### src/rtl/mem_pkg.sv
// Shared types and defaults for the unified-memory arbiter and its latency counter.
package mem_pkg;

    localparam int ADDR_W_DEF  = 16;
    localparam int DATA_W_DEF  = 16;
    localparam int MEM_LAT_DEF = 4;

    typedef enum logic [1:0] {
        IDLE   = 2'd0,
        BUSY_I = 2'd1,
        BUSY_D = 2'd2
    } state_e;

endpackage

### src/rtl/mem_arbiter_lat_counter.sv
// Loadable down-counter: holds at zero, tc marks the last cycle of a countdown.
module lat_counter #(
    parameter int W = 3
) (
    input  logic         clk,
    input  logic         rst,
    input  logic         load,
    input  logic [W-1:0] load_val,
    output logic [W-1:0] cnt,
    output logic         tc
);

    logic [W-1:0] cnt_q, cnt_d;

    always_comb begin
        cnt_d = cnt_q;
        if (load)
            cnt_d = load_val;
        else if (cnt_q != '0)
            cnt_d = cnt_q - 1'b1;
    end

    always_ff @(posedge clk) begin
        if (rst) cnt_q <= '0;
        else     cnt_q <= cnt_d;
    end

    assign cnt = cnt_q;
    assign tc  = (cnt_q == W'(1));

endmodule

### src/rtl/mem_arbiter.sv
// Arbitrates one fixed-latency single-ported memory between instruction fetch
// and data access; data wins, one access in flight at a time.
module mem_arbiter
    import mem_pkg::*;
#(
    parameter int ADDR_W  = ADDR_W_DEF,
    parameter int DATA_W  = DATA_W_DEF,
    parameter int MEM_LAT = MEM_LAT_DEF
) (
    input  logic              clk,
    input  logic              rst,
    input  logic              if_req,
    input  logic [ADDR_W-1:0] if_addr,
    input  logic              if_flush,
    input  logic              halt,
    output logic [DATA_W-1:0] if_rdata,
    output logic              if_done,
    output logic              if_stall,
    input  logic              dm_rd,
    input  logic              dm_wr,
    input  logic [ADDR_W-1:0] dm_addr,
    input  logic [DATA_W-1:0] dm_wdata,
    output logic [DATA_W-1:0] dm_rdata,
    output logic              dm_done,
    output logic              dm_stall,
    output logic              mem_en,
    output logic              mem_wr,
    output logic [ADDR_W-1:0] mem_addr,
    output logic [DATA_W-1:0] mem_wdata,
    input  logic [DATA_W-1:0] mem_rdata,
    output logic              err
);

    localparam int CNT_W = $clog2(MEM_LAT + 1);

    state_e            state_q, state_d;
    logic              squash_q, squash_d;
    logic [ADDR_W-1:0] addr_q, addr_d;

    logic             cnt_load;
    logic [CNT_W-1:0] cnt;
    logic             cnt_tc;

    logic dm_req, if_go;

    assign dm_req = dm_rd ^ dm_wr;
    assign if_go  = if_req & ~halt & ~if_flush;

    lat_counter #(.W(CNT_W)) u_lat (
        .clk      (clk),
        .rst      (rst),
        .load     (cnt_load),
        .load_val (CNT_W'(MEM_LAT)),
        .cnt      (cnt),
        .tc       (cnt_tc)
    );

    always_comb begin
        state_d   = state_q;
        squash_d  = squash_q;
        addr_d    = addr_q;
        cnt_load  = 1'b0;
        mem_en    = 1'b0;
        mem_wr    = 1'b0;
        mem_addr  = addr_q;
        mem_wdata = '0;
        if_done   = 1'b0;
        if_rdata  = '0;
        dm_done   = 1'b0;
        dm_rdata  = '0;
        err       = 1'b0;
        // Outputs are held quiet during reset so an abandoned access never reports.
        if (!rst) begin
            err = dm_rd & dm_wr;
            case (state_q)
                IDLE: begin
                    if (dm_req) begin
                        mem_en    = 1'b1;
                        mem_wr    = dm_wr;
                        mem_addr  = dm_addr;
                        mem_wdata = dm_wdata;
                        addr_d    = dm_addr;
                        cnt_load  = 1'b1;
                        state_d   = BUSY_D;
                    end else if (if_go) begin
                        mem_en   = 1'b1;
                        mem_addr = if_addr;
                        addr_d   = if_addr;
                        cnt_load = 1'b1;
                        squash_d = 1'b0;
                        state_d  = BUSY_I;
                    end
                end
                BUSY_I: begin
                    if (cnt_tc) begin
                        if_done  = ~squash_q & ~if_flush;
                        if_rdata = if_done ? mem_rdata : '0;
                        squash_d = 1'b0;
                        state_d  = IDLE;
                    end else if (if_flush) begin
                        squash_d = 1'b1;
                    end
                end
                BUSY_D: begin
                    if (cnt_tc) begin
                        dm_done  = 1'b1;
                        dm_rdata = mem_rdata;
                        state_d  = IDLE;
                    end
                end
                default: state_d = IDLE;
            endcase
        end
    end

    assign dm_stall = ~rst & (dm_rd | dm_wr) & ~dm_done;
    assign if_stall = ~rst & ((if_req & ~if_done & ~halt) | ((state_q != IDLE) & ~cnt_tc));

    always_ff @(posedge clk) begin
        if (rst) begin
            state_q  <= IDLE;
            squash_q <= 1'b0;
            addr_q   <= '0;
        end else begin
            state_q  <= state_d;
            squash_q <= squash_d;
            addr_q   <= addr_d;
        end
    end

endmodule

### config.mk
export PLATFORM = sky130hd
export DESIGN_NAME = mem_arbiter
export DESIGN_NICKNAME = d
export VERILOG_FILES = /design/src/rtl/mem_pkg.sv /design/src/rtl/mem_arbiter_lat_counter.sv /design/src/rtl/mem_arbiter.sv
export SDC_FILE = /design/constraint.sdc
export NUM_CORES = 1
export LEC_CHECK = 0
export ABC_AREA = 1
export CAP_MARGIN = 20
export CORE_ASPECT_RATIO = 0.8
export CORE_MARGIN = 5
export CORE_UTILIZATION = 35
export DETAILED_ROUTE_END_ITERATION = 7
export MAX_ROUTING_LAYER = met4
export PLACE_DENSITY = 0.79
export SYNTH_ARGS = -nofsm -noshare
export SYNTH_HDL_FRONTEND = slang
export SYNTH_SLANG_ARGS = --single-unit
### constraint.sdc
create_clock -name clk -period 2.9 [get_ports clk]
set_input_delay 0.435 -clock clk [delete_from_list [all_inputs] [get_ports clk]]
set_output_delay 0.435 -clock clk [all_outputs]
set_load 0.01 [all_outputs]
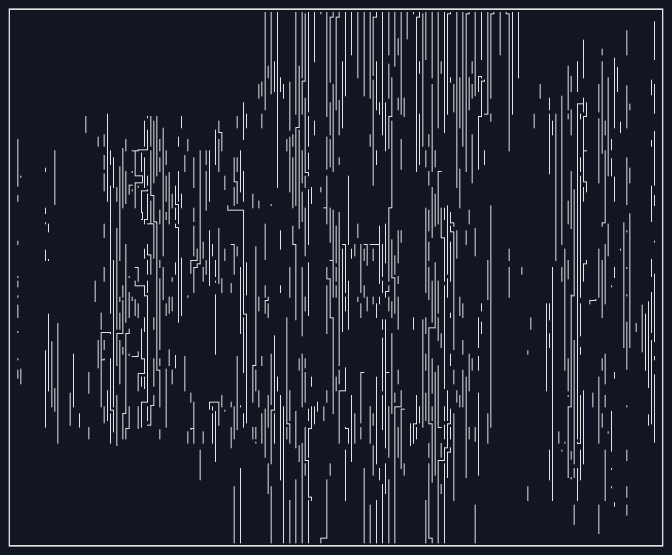
(M2 wires)
share of all routed wire: 49%
main direction: vertical
nets with wire on the layer: 506
wire length on this layer: 3,750 microns
met2 Use GR: 0.350
via count: 2,811
routed wire length: 7640 microns

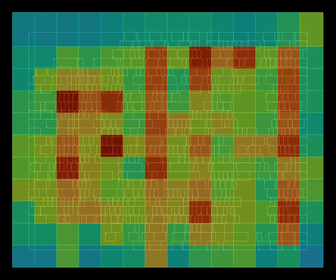
(routing congestion)
met3 Use GR: 0.0384
GRT busiest layer: met2
GR met1 Demand/Resource: 0.227
Total GRT Usage: 0.193
final core utilization: 0.649

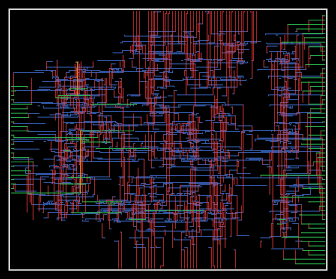
(metal layers overlaid)
[green] metal 3 | wire length: 566 microns
[orange] metal 4 | wire length: 29.2 microns
[red] metal 2 | wire length: 3,750 microns
[blue] metal 1 | wire length: 3,300 microns

==> impl_metrics.csv <==
group,metric,value,unit
power_and_ir_drop,finalPower,1500,uW
worst_setup_path,startpoint,"dm_wr",
logic_synthesis,ys_seq_frac,0.208,
clock_tree,path_clk_slew,0.09,ns
logic_synthesis,yosys_warnings,0,
drt,ant_nets,0,
worst_setup_path,worstReg2RegEnd,"state_q[0]",
layout,nets,641,
worst_setup_path,r2r_cells,9,
power_and_ir_drop,ir_worst_vdd,0.242,mV
logic_synthesis,ys_chip_area,2120,sq um
final_timing,fin_crit,2.82,ns
outcome,status,"completed",
final_timing,slew_violations,0,
worst_setup_path,cp_max_fo,10,
worst_setup_path,endpoint,"mem_wdata[14]",
power_and_ir_drop,leakagePower,0.00226,uW
logic_synthesis,syn_area,2120,sq um
grt,grt_pass1_vias,2753,
grt,grt_start_max_net_pins,19,
clock_tree,cts_tree,"done",
place,numPortBuffers,141,
final_timing,tns,0,ns
logic_synthesis,syn_inst,404,
final_timing,tightest_slew,0.448,ns
drt,first_iter_violations,98,
drt,vias_per_cell,4.39,
floorplanning,initial_core_util,0.359,
hold_path,hold_path_class,"reg -> reg",
clock_tree,htreeDepth,1,
floorplanning,fp.dieW,97.0,microns
final_timing,post-route-period-util,0.973,
clock_tree,cts_buffers,3,
layout,regArea,440,sq um
worst_setup_path,cp_num_buf_inv,5,
layout,diodes,0,
worst_setup_path,crit_chain,"clkdlybuf4s50_1 > inv_1 > ha_1 > buf_4 > buf_4 > nand2_1 > nor2_1 > clkdlybuf4s50_1",
floorplanning,rows,25,
worst_setup_path,crit_arrival,2.39,ns
logic_synthesis,yosys_cells,404,
final_timing,hold_viol,0,
clock_tree,clockBufferDepth,2,
worst_setup_path,r2r_slack,1.18,ns
layout,area_delta_synth_final,81.0,%
drt,firstDrtPassIters,4,
worst_setup_path,r2r-start,"state_q[0]",
floorplanning,dieArea,7720,sq um
floorplanning,core,5910,sq um
layout,n_fill_cell,526,
floorplanning,boundaryPins,142,
worst_setup_path,critical-path-slowest-cell,"clkdlybuf4s50_1",
layout,comb_area,1210,sq um
clock_tree,cts_root_buf,"clkbuf_8",
grt,antenna_found_initial,0,
final_timing,fmax,354,MHz
metal layers:
metal | share of wire | up-vias | global-route usage
li1 | - | 1464 | -
met1 | 0.43 | 1224 | 0.227
met2 | 0.49 | 119 | 0.350
met3 | 0.074 | 4 | 0.0384
met4 | 0.0038 | 0 | 0.0309
met5 | 0 | - | -
cells in the mapped netlist:
master	number	share of area
inv_2	3	0.0053
o21ai_0	15	0.035
o21ai_1	3	0.0071
nand3_2	1	0.0047
dfxtp_1	22	0.21
nand2_2	2	0.0059
a21boi_1	1	0.0035
nor2_2	1	0.0030
or2_2	2	0.0059
nor2_8	1	0.0094
a21oi_1	5	0.012
nor2_1	56	0.099
inv_1	99	0.18
buf_4	3	0.011
nand4_2	1	0.0059
ha_1	10	0.059
buf_2	6	0.014
nor3_4	1	0.0077
nand2_1	144	0.26
clkbuf_1	3	0.0053
buf_6	3	0.016
nand3_1	22	0.052
logic make-up after synthesis:
family	count (synthesis)	synth area share
AND/OR/NAND/NOR	231	0.449
buffers and inverters	117	0.227
AND-OR/OR-AND	24	0.0578
flip-flops	22	0.208
adder cells (fa/ha/maj)	10	0.0590
power by group:
part           total (uW)  internal, uW  switching [uW]
clock network         293           185             108
logic                 823           392             431
registers             388           357            30.7
total                1500           934             570
worst register-to-register path, stage by stage (launching register included):
cell	delay, ns
dfxtp_1	0.32
inv_1	0.10
ha_1	0.28
inv_2	0.15
nor2_4	0.22
buf_4	0.16
buf_4	0.10
inv_1	0.03
a21oi_1	0.15
a21boi_1	0.16
what timing repair did:
item,CTS,global route
pin swaps,1,0
buffers inserted,2,0
hold buffers,0,0
setup endpoints to repair,17,8
gates resized,18,8
cloned,1,0
registers in the layout, indices dropped and copies added, names as in the netlist:
name / cells
state_q: 2
squash_q: 1
u_lat.cnt: 3
addr_q: 16
layout make-up:
| cell class | instances | share of cell area |
|---|---|---|
| repair buffers | 165 | 0.424 |
| well taps | 81 | 0.0264 |
| clock inverters | 1 | 0.00783 |
| inverters | 102 | 0.100 |
| clock buffers | 3 | 0.0108 |
| multi-input cells | 266 | 0.315 |
| flip-flops and latches | 22 | 0.115 |
worst min path at each step:
stage,end,start,slack [ns],depth (start not counted)
5_1_grt,state_q[1],state_q[1],0.52,2
3_5_place_dp,squash_q,squash_q,0.48,2
4_1_cts,state_q[1],state_q[1],0.50,2
3_3_place_gp,squash_q,squash_q,0.47,2
6_report,state_q[1],state_q[1],0.49,2
2_1_floorplan,squash_q,squash_q,0.45,2
through the flow:
step / utilization / instance area [sq um] / setup slack [ns] / instances / hold slack [ns]
final: 0.649 / 3840 / 0.0784 / 640 / 0.494
after global routing: 0.649 / 3840 / 0.00379 / 640 / 0.520
after CTS: 0.646 / 3820 / 0.0385 / 640 / 0.496
after detailed placement: 0.632 / 3740 / -0.114 / 633 / 0.476
after global placement: 0.632 / 3740 / -0.102 / 633 / 0.475
after floorplan: - / 2120 / 0.929 / 404 / 0.452
No activity file was given, so power comes from the tool's default toggle rates.
